**src/rtl/mux_ctrl_if.sv**
```systemverilog
// Bus bundle between the host/config logic, the mux controller and the project mux.
// The master modport is the controller's view; slave is the host-plus-mux side.
interface mux_ctrl_if #(
   parameter int unsigned ADDR_W = 5,
   parameter int unsigned IW_W   = 18,
   parameter int unsigned OW_W   = 24
);
   logic              req_valid;
   logic              req_ready;
   logic [ADDR_W-1:0] req_addr;
   logic [IW_W-1:0]   req_iw;
   logic              rsp_valid;
   logic              rsp_ready;
   logic [OW_W-1:0]   rsp_ow;
   logic              rsp_err;
   logic [ADDR_W-1:0] mux_addr;
   logic [IW_W-1:0]   mux_iw;
   logic [OW_W-1:0]   mux_ow;
   logic [ADDR_W-1:0] cur_addr;
   logic              busy;

   modport master (
      input  req_valid, req_addr, req_iw, rsp_ready, mux_ow,
      output req_ready, rsp_valid, rsp_ow, rsp_err, mux_addr, mux_iw, cur_addr, busy
   );

   modport slave (
      output req_valid, req_addr, req_iw, rsp_ready, mux_ow,
      input  req_ready, rsp_valid, rsp_ow, rsp_err, mux_addr, mux_iw, cur_addr, busy
   );
endinterface

```
**src/rtl/mux_ctrl.sv**
```systemverilog
// Initiator side of the project-select mux: break-before-make switching (park on an
// unused address with a zeroed input word), settle window, then capture of the output word.
module mux_ctrl #(
   parameter int unsigned ADDR_W     = 5,
   parameter int unsigned IW_W       = 18,
   parameter int unsigned OW_W       = 24,
   parameter int unsigned NUM_PROJ   = 23,
   parameter int unsigned IDLE_ADDR  = 31,
   parameter int unsigned GUARD_CYC  = 2,
   parameter int unsigned SETTLE_CYC = 4
) (
   input logic        clk,
   input logic        rst,
   mux_ctrl_if.master bus
);

   localparam int unsigned CNT_MAX = (GUARD_CYC > SETTLE_CYC) ? GUARD_CYC : SETTLE_CYC;
   localparam int unsigned CNT_W   = (CNT_MAX > 1) ? $clog2(CNT_MAX) : 1;

   localparam logic [ADDR_W-1:0] PARK_ADDR  = ADDR_W'(IDLE_ADDR);
   localparam logic [CNT_W-1:0]  GUARD_LAST = CNT_W'(GUARD_CYC - 1);
   localparam logic [CNT_W-1:0]  SETTLE_LAST = CNT_W'(SETTLE_CYC - 1);

   typedef enum logic [1:0] {
      S_IDLE,
      S_PARK,
      S_SETTLE,
      S_RESP
   } state_t;

   state_t            state_q,     state_n;
   logic [CNT_W-1:0]  cnt_q,       cnt_n;
   logic [ADDR_W-1:0] lat_addr_q,  lat_addr_n;
   logic [IW_W-1:0]   lat_iw_q,    lat_iw_n;
   logic [ADDR_W-1:0] mux_addr_q,  mux_addr_n;
   logic [IW_W-1:0]   mux_iw_q,    mux_iw_n;
   logic [ADDR_W-1:0] cur_addr_q,  cur_addr_n;
   logic              rsp_valid_q, rsp_valid_n;
   logic [OW_W-1:0]   rsp_ow_q,    rsp_ow_n;
   logic              rsp_err_q,   rsp_err_n;
   logic              req_ready_q, req_ready_n;
   logic              busy_q,      busy_n;

   logic req_unpop_c;
   logic req_same_c;

   assign req_unpop_c = (32'(bus.req_addr) >= NUM_PROJ);
   assign req_same_c  = (bus.req_addr == cur_addr_q);

   // State and datapath registers
   always_ff @(posedge clk or posedge rst) begin
      if (rst) begin
         state_q     <= S_IDLE;
         cnt_q       <= '0;
         lat_addr_q  <= PARK_ADDR;
         lat_iw_q    <= '0;
         mux_addr_q  <= PARK_ADDR;
         mux_iw_q    <= '0;
         cur_addr_q  <= PARK_ADDR;
         rsp_valid_q <= 1'b0;
         rsp_ow_q    <= '0;
         rsp_err_q   <= 1'b0;
         req_ready_q <= 1'b1;
         busy_q      <= 1'b0;
      end else begin
         state_q     <= state_n;
         cnt_q       <= cnt_n;
         lat_addr_q  <= lat_addr_n;
         lat_iw_q    <= lat_iw_n;
         mux_addr_q  <= mux_addr_n;
         mux_iw_q    <= mux_iw_n;
         cur_addr_q  <= cur_addr_n;
         rsp_valid_q <= rsp_valid_n;
         rsp_ow_q    <= rsp_ow_n;
         rsp_err_q   <= rsp_err_n;
         req_ready_q <= req_ready_n;
         busy_q      <= busy_n;
      end
   end

   // Next-state and next-output logic
   always_comb begin
      state_n     = state_q;
      cnt_n       = cnt_q;
      lat_addr_n  = lat_addr_q;
      lat_iw_n    = lat_iw_q;
      mux_addr_n  = mux_addr_q;
      mux_iw_n    = mux_iw_q;
      cur_addr_n  = cur_addr_q;
      rsp_valid_n = rsp_valid_q;
      rsp_ow_n    = rsp_ow_q;
      rsp_err_n   = rsp_err_q;

      unique case (state_q)
         S_IDLE: begin
            if (bus.req_valid && req_ready_q) begin
               lat_addr_n = bus.req_addr;
               lat_iw_n   = bus.req_iw;
               cnt_n      = '0;
               if (req_unpop_c) begin
                  rsp_valid_n = 1'b1;
                  rsp_err_n   = 1'b1;
                  rsp_ow_n    = '0;
                  state_n     = S_RESP;
               end else if (req_same_c) begin
                  // Target already enabled: only the input word changes, no park needed
                  mux_iw_n = bus.req_iw;
                  state_n  = S_SETTLE;
               end else begin
                  mux_addr_n = PARK_ADDR;
                  mux_iw_n   = '0;
                  cur_addr_n = PARK_ADDR;
                  state_n    = S_PARK;
               end
            end
         end

         S_PARK: begin
            if (cnt_q == GUARD_LAST) begin
               mux_addr_n = lat_addr_q;
               mux_iw_n   = lat_iw_q;
               cur_addr_n = lat_addr_q;
               cnt_n      = '0;
               state_n    = S_SETTLE;
            end else begin
               cnt_n = cnt_q + CNT_W'(1);
            end
         end

         S_SETTLE: begin
            if (cnt_q == SETTLE_LAST) begin
               rsp_ow_n    = bus.mux_ow;
               rsp_err_n   = 1'b0;
               rsp_valid_n = 1'b1;
               state_n     = S_RESP;
            end else begin
               cnt_n = cnt_q + CNT_W'(1);
            end
         end

         S_RESP: begin
            if (bus.rsp_ready) begin
               rsp_valid_n = 1'b0;
               state_n     = S_IDLE;
            end
         end

         default: begin
            state_n = S_IDLE;
         end
      endcase

      req_ready_n = (state_n == S_IDLE);
      busy_n      = (state_n != S_IDLE);
   end

   assign bus.req_ready = req_ready_q;
   assign bus.rsp_valid = rsp_valid_q;
   assign bus.rsp_ow    = rsp_ow_q;
   assign bus.rsp_err   = rsp_err_q;
   assign bus.mux_addr  = mux_addr_q;
   assign bus.mux_iw    = mux_iw_q;
   assign bus.cur_addr  = cur_addr_q;
   assign bus.busy      = busy_q;

   // Two populated projects must never be enabled back to back
   a_break_before_make : assert property (
      @(posedge clk) disable iff (rst)
      (mux_addr_q != $past(mux_addr_q)) |->
         ((32'(mux_addr_q) >= NUM_PROJ) || (32'($past(mux_addr_q)) >= NUM_PROJ))
   );

   a_rsp_hold : assert property (
      @(posedge clk) disable iff (rst)
      (rsp_valid_q && !bus.rsp_ready) |=>
         (rsp_valid_q && $stable(rsp_ow_q) && $stable(rsp_err_q))
   );

endmodule

```
**src/flat_wrapper.sv**
```systemverilog
// flat-port wrapper written by rule: the top's interface ports become plain ports
module mux_ctrl_flat 
#(
   parameter int unsigned ADDR_W     = 5,
   parameter int unsigned IW_W       = 18,
   parameter int unsigned OW_W       = 24,
   parameter int unsigned NUM_PROJ   = 23,
   parameter int unsigned IDLE_ADDR  = 31,
   parameter int unsigned GUARD_CYC  = 2,
   parameter int unsigned SETTLE_CYC = 4
)
  (clk, rst, bus_req_valid, bus_req_addr, bus_req_iw, bus_rsp_ready, bus_mux_ow, bus_req_ready, bus_rsp_valid, bus_rsp_ow, bus_rsp_err, bus_mux_addr, bus_mux_iw, bus_cur_addr, bus_busy);
  mux_ctrl_if #(.ADDR_W(ADDR_W), .IW_W(IW_W), .OW_W(OW_W)) bus_i ();
  input logic clk;
  input logic rst;
  input wire logic [$bits(bus_i.req_valid)-1:0] bus_req_valid;
  input wire logic [$bits(bus_i.req_addr)-1:0] bus_req_addr;
  input wire logic [$bits(bus_i.req_iw)-1:0] bus_req_iw;
  input wire logic [$bits(bus_i.rsp_ready)-1:0] bus_rsp_ready;
  input wire logic [$bits(bus_i.mux_ow)-1:0] bus_mux_ow;
  output wire logic [$bits(bus_i.req_ready)-1:0] bus_req_ready;
  output wire logic [$bits(bus_i.rsp_valid)-1:0] bus_rsp_valid;
  output wire logic [$bits(bus_i.rsp_ow)-1:0] bus_rsp_ow;
  output wire logic [$bits(bus_i.rsp_err)-1:0] bus_rsp_err;
  output wire logic [$bits(bus_i.mux_addr)-1:0] bus_mux_addr;
  output wire logic [$bits(bus_i.mux_iw)-1:0] bus_mux_iw;
  output wire logic [$bits(bus_i.cur_addr)-1:0] bus_cur_addr;
  output wire logic [$bits(bus_i.busy)-1:0] bus_busy;
  assign bus_i.req_valid = bus_req_valid;
  assign bus_i.req_addr = bus_req_addr;
  assign bus_i.req_iw = bus_req_iw;
  assign bus_i.rsp_ready = bus_rsp_ready;
  assign bus_i.mux_ow = bus_mux_ow;
  assign bus_req_ready = bus_i.req_ready;
  assign bus_rsp_valid = bus_i.rsp_valid;
  assign bus_rsp_ow = bus_i.rsp_ow;
  assign bus_rsp_err = bus_i.rsp_err;
  assign bus_mux_addr = bus_i.mux_addr;
  assign bus_mux_iw = bus_i.mux_iw;
  assign bus_cur_addr = bus_i.cur_addr;
  assign bus_busy = bus_i.busy;
  mux_ctrl #(.ADDR_W(ADDR_W), .IW_W(IW_W), .OW_W(OW_W), .NUM_PROJ(NUM_PROJ), .IDLE_ADDR(IDLE_ADDR), .GUARD_CYC(GUARD_CYC), .SETTLE_CYC(SETTLE_CYC)) u_core (.clk(clk), .rst(rst), .bus(bus_i));
endmodule
```
**config.mk**
```make
export PLATFORM = sky130hd
export DESIGN_NAME = mux_ctrl_flat
export DESIGN_NICKNAME = d
export VERILOG_FILES = /design/src/rtl/mux_ctrl_if.sv /design/src/rtl/mux_ctrl.sv /design/src/flat_wrapper.sv
export SDC_FILE = /design/constraint.sdc
export NUM_CORES = 1
export LEC_CHECK = 0
export CAP_MARGIN = 25
export CELL_PAD_IN_SITES_DETAIL_PLACEMENT = 1
export CELL_PAD_IN_SITES_GLOBAL_PLACEMENT = 1
export CORE_MARGIN = 4
export CORE_UTILIZATION = 32
export DETAILED_ROUTE_END_ITERATION = 10
export PLACE_DENSITY_LB_ADDON = 0.2
export RECOVER_POWER = 100
export SLEW_MARGIN = 20
export SYNTH_ARGS = -nofsm -noshare
export SYNTH_HDL_FRONTEND = slang
export SYNTH_SLANG_ARGS = --single-unit
```
**constraint.sdc**
```tcl
create_clock -name clk -period 2.3 [get_ports clk]
set_input_delay 0.46 -clock clk [delete_from_list [all_inputs] [get_ports clk]]
set_output_delay 0.46 -clock clk [all_outputs]
set_load 0.1 [all_outputs]
```
run_1/density.png
The bar under the picture is 20 um long. The die is cut into 11 by 11 equal tiles; dark blue is low, red is high, 0 to 100% covered.
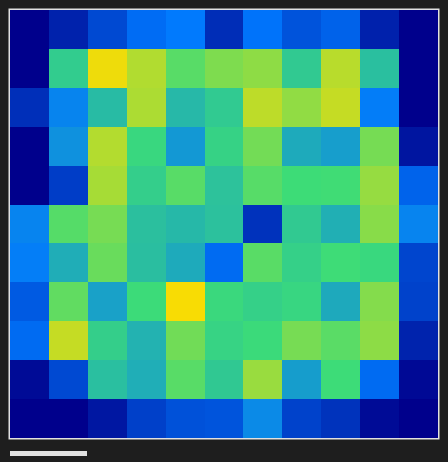
9.1% of the tiles are nearly empty. The mean over all tiles is 36%. The fullest tile reaches 74%.

run_1/wire_density.png
The bar under the picture is 20 um long. The die is cut into 22 by 22 equal tiles; dark blue is low, red is high, scaled to the fullest tile. Values are wire area over tile area, all layers added.
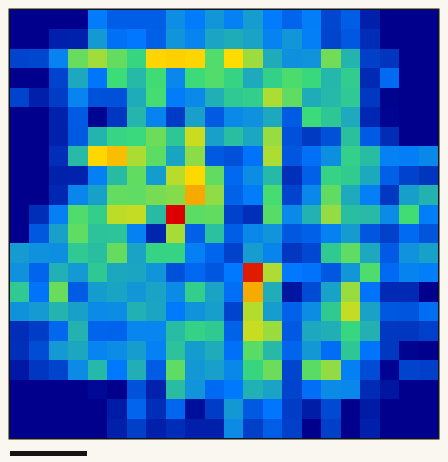
14% of the tiles are nearly empty. The fullest tile reaches 0.40. The mean over all tiles is 0.11. 14% of the tiles are over half the peak.

run_1/drive_strength.png
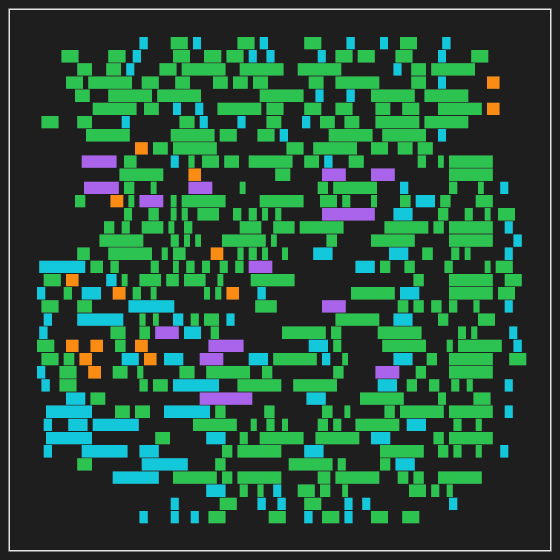
Key: drive 3 to 4 = orange [cells 15, share 3.6%, most used buf_4]; drive 1 or less = green [cells 289, share 70%, most used dfrtp_1]; drive 6 and up = purple [cells 14, share 3.4%, most used clkbuf_8]; drive 2 = cyan [cells 97, share 23%, most used clkbuf_2]

run_1/final_congestion.png
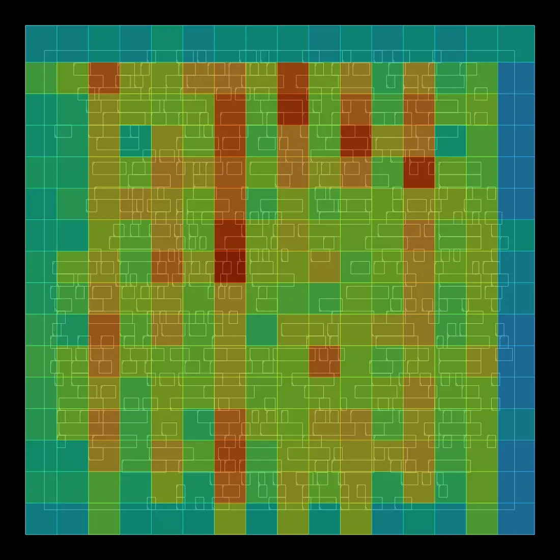
met1 track demand over resource: 17.77%
all-layer global routing usage: 14.74%
busiest grt layer: met2
met3 routing resource usage after global routing: 3.098%
global routing usage on met2: 26.58%

==> run 1: synth_stat cells <==
library cell	n	share of area [%]
sky130_fd_sc_hd__or3_1	1	0.18
sky130_fd_sc_hd__a21oi_1	6	0.87
sky130_fd_sc_hd__buf_6	2	0.66
sky130_fd_sc_hd__or2b_1	1	0.22
sky130_fd_sc_hd__or2_2	2	0.36
sky130_fd_sc_hd__nor2_1	5	0.55
sky130_fd_sc_hd__buf_2	6	0.87
sky130_fd_sc_hd__nor2b_1	4	0.73
sky130_fd_sc_hd__ha_1	7	2.6
sky130_fd_sc_hd__a21bo_2	1	0.29
sky130_fd_sc_hd__o21ai_1	1	0.15
sky130_fd_sc_hd__buf_4	5	1.1
sky130_fd_sc_hd__nand3_1	6	0.87
sky130_fd_sc_hd__clkbuf_1	10	1.1
sky130_fd_sc_hd__a22o_1	25	6.4
sky130_fd_sc_hd__a31oi_1	18	3.3
sky130_fd_sc_hd__nor3_1	1	0.15
sky130_fd_sc_hd__o22a_1	5	1.3
sky130_fd_sc_hd__a22oi_1	1	0.22
sky130_fd_sc_hd__o21ai_0	24	3.5
sky130_fd_sc_hd__dfstp_2	11	8.4
sky130_fd_sc_hd__o21a_1	1	0.22
sky130_fd_sc_hd__and2_1	17	3.1
sky130_fd_sc_hd__inv_1	9	0.98
sky130_fd_sc_hd__o31ai_1	2	0.44
sky130_fd_sc_hd__nand4_1	2	0.36
sky130_fd_sc_hd__mux2_2	23	7.5
sky130_fd_sc_hd__xor2_1	2	0.51
sky130_fd_sc_hd__o211ai_1	1	0.22
sky130_fd_sc_hd__nand2_1	30	3.3
sky130_fd_sc_hd__xnor2_1	3	0.77
sky130_fd_sc_hd__dfrtp_1	67	49
==> run 1: worst paths after layout <==
kind	startpoint	end	slack [ns]	cells after the start
max in group asynchronous	rst	u_core.state_q[0]$_DFF_PP0_	0.67	3
min in group asynchronous	rst	u_core.bus.rsp_ow[2]$_DFFE_PP0P_	0.98	3
setup / recovery	u_core.state_q[0]$_DFF_PP0_	u_core.lat_iw_q[15]$_DFFE_PP0P_	0.22	5
setup reg to reg	u_core.state_q[0]$_DFF_PP0_	u_core.lat_iw_q[15]$_DFFE_PP0P_	0.22	5
hold / removal	u_core.bus.mux_iw[0]$_DFFE_PP0P_	u_core.bus.mux_iw[0]$_DFFE_PP0P_	0.48	2
hold reg to reg	u_core.bus.mux_iw[0]$_DFFE_PP0P_	u_core.bus.mux_iw[0]$_DFFE_PP0P_	0.48	2
==> run 1: sequential cells by signal, indices dropped and copies added, names as in the netlist <==
register	count
u_core.bus.rsp_ow	24
u_core.bus.mux_iw	18
u_core.lat_iw_q	18
u_core.bus.cur_addr	5
u_core.lat_addr_q	5
u_core.cnt_q	2
u_core.state_q	2
u_core.bus.busy	1
u_core.bus.req_ready	1
u_core.bus.rsp_err	1
u_core.bus.rsp_valid	1
==> run 1: metal layers <==
metal	global-route usage, %	vias to the layer above	share of wire (%)
met4	4.136	0	1.1
li1	-	1275	-
met2	26.58	46	53
met1	17.77	1329	42
met3	3.098	9	3.2
met5	0	-	0
==> results.txt, run 1 <==
The synthesis and place-and-route flow finished, so here is a summary.

The flow ran to the end, and the final reports show no timing, DRC or antenna violations. The pre-CTS setup check shows a worst slack of approximately 0.027 ns. After layout the signal buffers, clock cells excluded, come to between 20% and 30% of cell area. The total of buffers placed on input and output ports came out at 106. The total negative setup slack came out at 0 ns. The number of tap cells inserted came out at 136.

The combinational group power came out at 3560 uW. The timing report notes that buffer and inverter cells on the critical path total 2. The cell-mix breakdown from Yosys lists the compound-gate area share as 16.84%.

The root buffer cell chosen for the clock tree is sky130_fd_sc_hd__clkbuf_8. The first-pass iteration count of the detailed router is 4. The floorplan die width is 111.6 um. The post-DP HPWL is 6345 um. The area growth from synthesis to final layout is 35.07%.

The number of non-clock buffers in the layout is 124. 0 antenna diodes ended up in the layout. The maximum fanout encountered on the critical timing path is 16.

In this run, placement finished with an instance count of roughly 540. The routed via count came out at 2659. The reported clock group power came out at 1120 uW. The first global-routing pass estimated 14900 um of wire. The number of buffers added to fix hold violations after cts came out at 0. The total number of yosys warnings is 0. The post-route DRC violation count came out at 0.
## Run 2: what changed since run 1
- SLEW_MARGIN: 20 -> default
run_2/wire_density.png
The bar under the picture is 20 um long. The die is cut into 22 by 22 equal tiles; dark blue is low, red is high, scaled to the fullest tile. Values are wire area over tile area, all layers added.
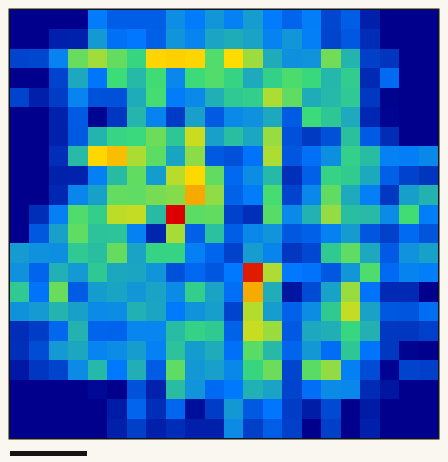
The fullest tile reaches 0.40. 14% of the tiles are nearly empty. 14% of the tiles are over half the peak. The mean over all tiles is 0.11.

run_2/density.png
The bar under the picture is 20 um long. The die is cut into 11 by 11 equal tiles; dark blue is low, red is high, 0 to 100% covered.
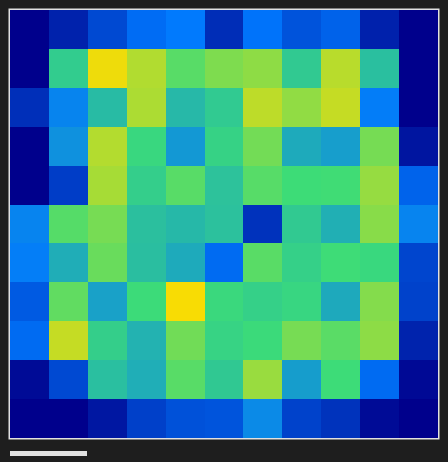
9.1% of the tiles are nearly empty. The fullest tile reaches 74%. The mean over all tiles is 36%.

==> results.txt, run 2 <==
The synthesis and place-and-route flow finished, so here is a summary.

The total inserted antenna cells came out at 0. The floorplan die width came out at 111.6 um. Hold repair after CTS inserted 0 buffers.

The post-route DRC violation count came out at 0. The cell count of the worst reg-to-reg path is 5. The standard cell core area is slightly above 0.01 mm^2. The reg2reg setup slack came out at 0.22 ns. The launch point of the worst register-to-register path is recorded as u_core.state_q[0]$_DFF_PP0_. The total of buffers placed on input and output ports is 106.

The main flop type is sky130_fd_sc_hd__dfrtp_1. The first-pass iteration count of the detailed router is 4. The die extent in y is 111.6 um. The aggregate global-route resource usage is between 10 and 15%. The sum of internal, switching and leakage power came out at 6792 uW. The worst hold path was traced through 2 stages. The fraction of registers with async set or reset after synthesis is 100.0%.

The first global-routing pass estimated 14900 um of wire. The DRC violation total after the first TritonRoute iteration is between 100 and 150. Per the CTS log, the root buffer master is sky130_fd_sc_hd__clkbuf_8. The total number of yosys warnings came out at 0. In the synthesis report, Yosys lists the chip area as 0.003432 mm^2.

The run finished with clean final reports. The synthesized design contains 0 enable-type register cells. The area growth from synthesis to final layout came out at 35.07%.

The start point of the worst hold path is u_core.bus.mux_iw[0]$_DFFE_PP0P_. The ratio of final minimum period to clock period is 90.54%. After synthesis, the cell types taking the most area are sky130_fd_sc_hd__dfrtp_1, sky130_fd_sc_hd__dfstp_2, sky130_fd_sc_hd__mux2_2. The endpoint of the worst hold path is reported as u_core.bus.mux_iw[0]$_DFFE_PP0P_.

The buffering stage count on the worst path with inverters included is 2. After synthesis, the most frequently instantiated cells are sky130_fd_sc_hd__dfrtp_1, sky130_fd_sc_hd__nand2_1, sky130_fd_sc_hd__a22o_1. The total negative setup slack is 0 ns.

Looking at the reg2reg group, the worst path ends at u_core.lat_iw_q[15]$_DFFE_PP0P_. After legalization and detailed placement, the total HPWL measured 6345 um. The largest total area in the synthesized netlist belongs to sky130_fd_sc_hd__dfrtp_1. The routed via count came out at ~2700.
run_2/cell_classes.png
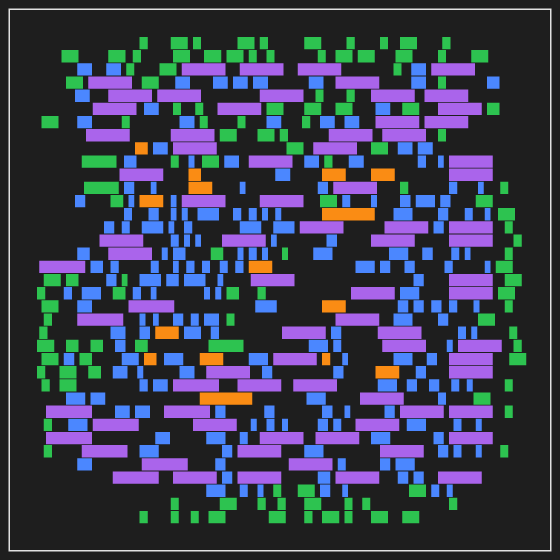
Key: clock drivers and dummy loads = orange [cells 15, share of their area 4.7%]; flip-flops = purple [cells 78, share of their area 44%]; all other logic = blue [cells 198, share of their area 30%]; other buffers and delay cells = green [cells 124, share of their area 21%]

==> run 2: final cells by class <==
class / count / area [um^2]
timing repair buffer: 124 / 940.9
multi-input combinational: 189 / 1310
clock inverter: 6 / 87.58
clock buffer: 9 / 123.9
sequential: 78 / 1966
inverter: 9 / 37.54
tap: 136 / 170.2
fill: 1181 / 5734
==> run 2: how the worst max path moves through the flow <==
stage / start / to / slack, ns / cells after the start
floorplan: u_core.bus.req_ready$_DFF_PP1_ / u_core.bus.rsp_ow[10]$_DFFE_PP0P_ / 0.13 / 6
CTS: u_core.state_q[0]$_DFF_PP0_ / u_core.bus.cur_addr[2]$_DFFE_PP1P_ / 0.23 / 6
finish: u_core.state_q[0]$_DFF_PP0_ / u_core.lat_iw_q[15]$_DFFE_PP0P_ / 0.22 / 5
global placement: bus_req_addr[0] / u_core.bus.rsp_ow[2]$_DFFE_PP0P_ / 0.09 / 6
detailed placement: bus_req_addr[0] / u_core.bus.rsp_ow[8]$_DFFE_PP0P_ / 0.03 / 6
global route: u_core.state_q[0]$_DFF_PP0_ / u_core.lat_iw_q[8]$_DFFE_PP0P_ / 0.07 / 5
==> run 2: stage by stage <==
step / setup WS [ns] / instances / hold WS (ns)
after detailed placement: 0.02713 / 536 / 0.4742
after CTS: 0.2271 / 551 / 0.4931
after global placement: 0.09063 / 536 / 0.4646
after global routing: 0.06504 / 551 / 0.5120
final: 0.2177 / 551 / 0.4815
after floorplan: 0.1299 / 299 / 0.4706
==> run 2: worst register-to-register path, cell delays in order (launching register included) <==
cell	delay [ns]
sky130_fd_sc_hd__dfrtp_1	0.43
sky130_fd_sc_hd__inv_1	0.12
sky130_fd_sc_hd__ha_1	0.42
sky130_fd_sc_hd__nand3_1	0.27
sky130_fd_sc_hd__clkbuf_2	0.37
sky130_fd_sc_hd__mux2_2	0.36
==> run 2: report_power, final <==
| part | total (uW) | switching, uW | leakage [uW] | internal, uW |
|---|---|---|---|---|
| combinational | 3560 | 2690 | 0.00102 | 869 |
| sequential | 2110 | 244 | 0.000989 | 1870 |
| clock | 1120 | 513 | 0.0000973 | 603 |
==> run 2: logic make-up after synthesis <==
group | count (synthesis) | synth area share (%)
fa+ha+maj | 7 | 2.552
compound gates | 85 | 16.84
flops | 78 | 57.27
buf+inv | 32 | 4.703
simple gates | 69 | 9.807
mux | 23 | 7.547
xor+xnor | 5 | 1.276
==> run 2: per-layer routing <==
metal	share of wire (%)	wire length [um]	track usage, %	up-vias
met5	0	0	0	-
met4	1.1	98	4.136	0
met2	53	4787	26.58	46
met3	3.2	289	3.098	9
met1	42	3809	17.77	1329
li1	-	-	-	1275
Power figures rest on the tool's default switching activity, not on a simulated workload.
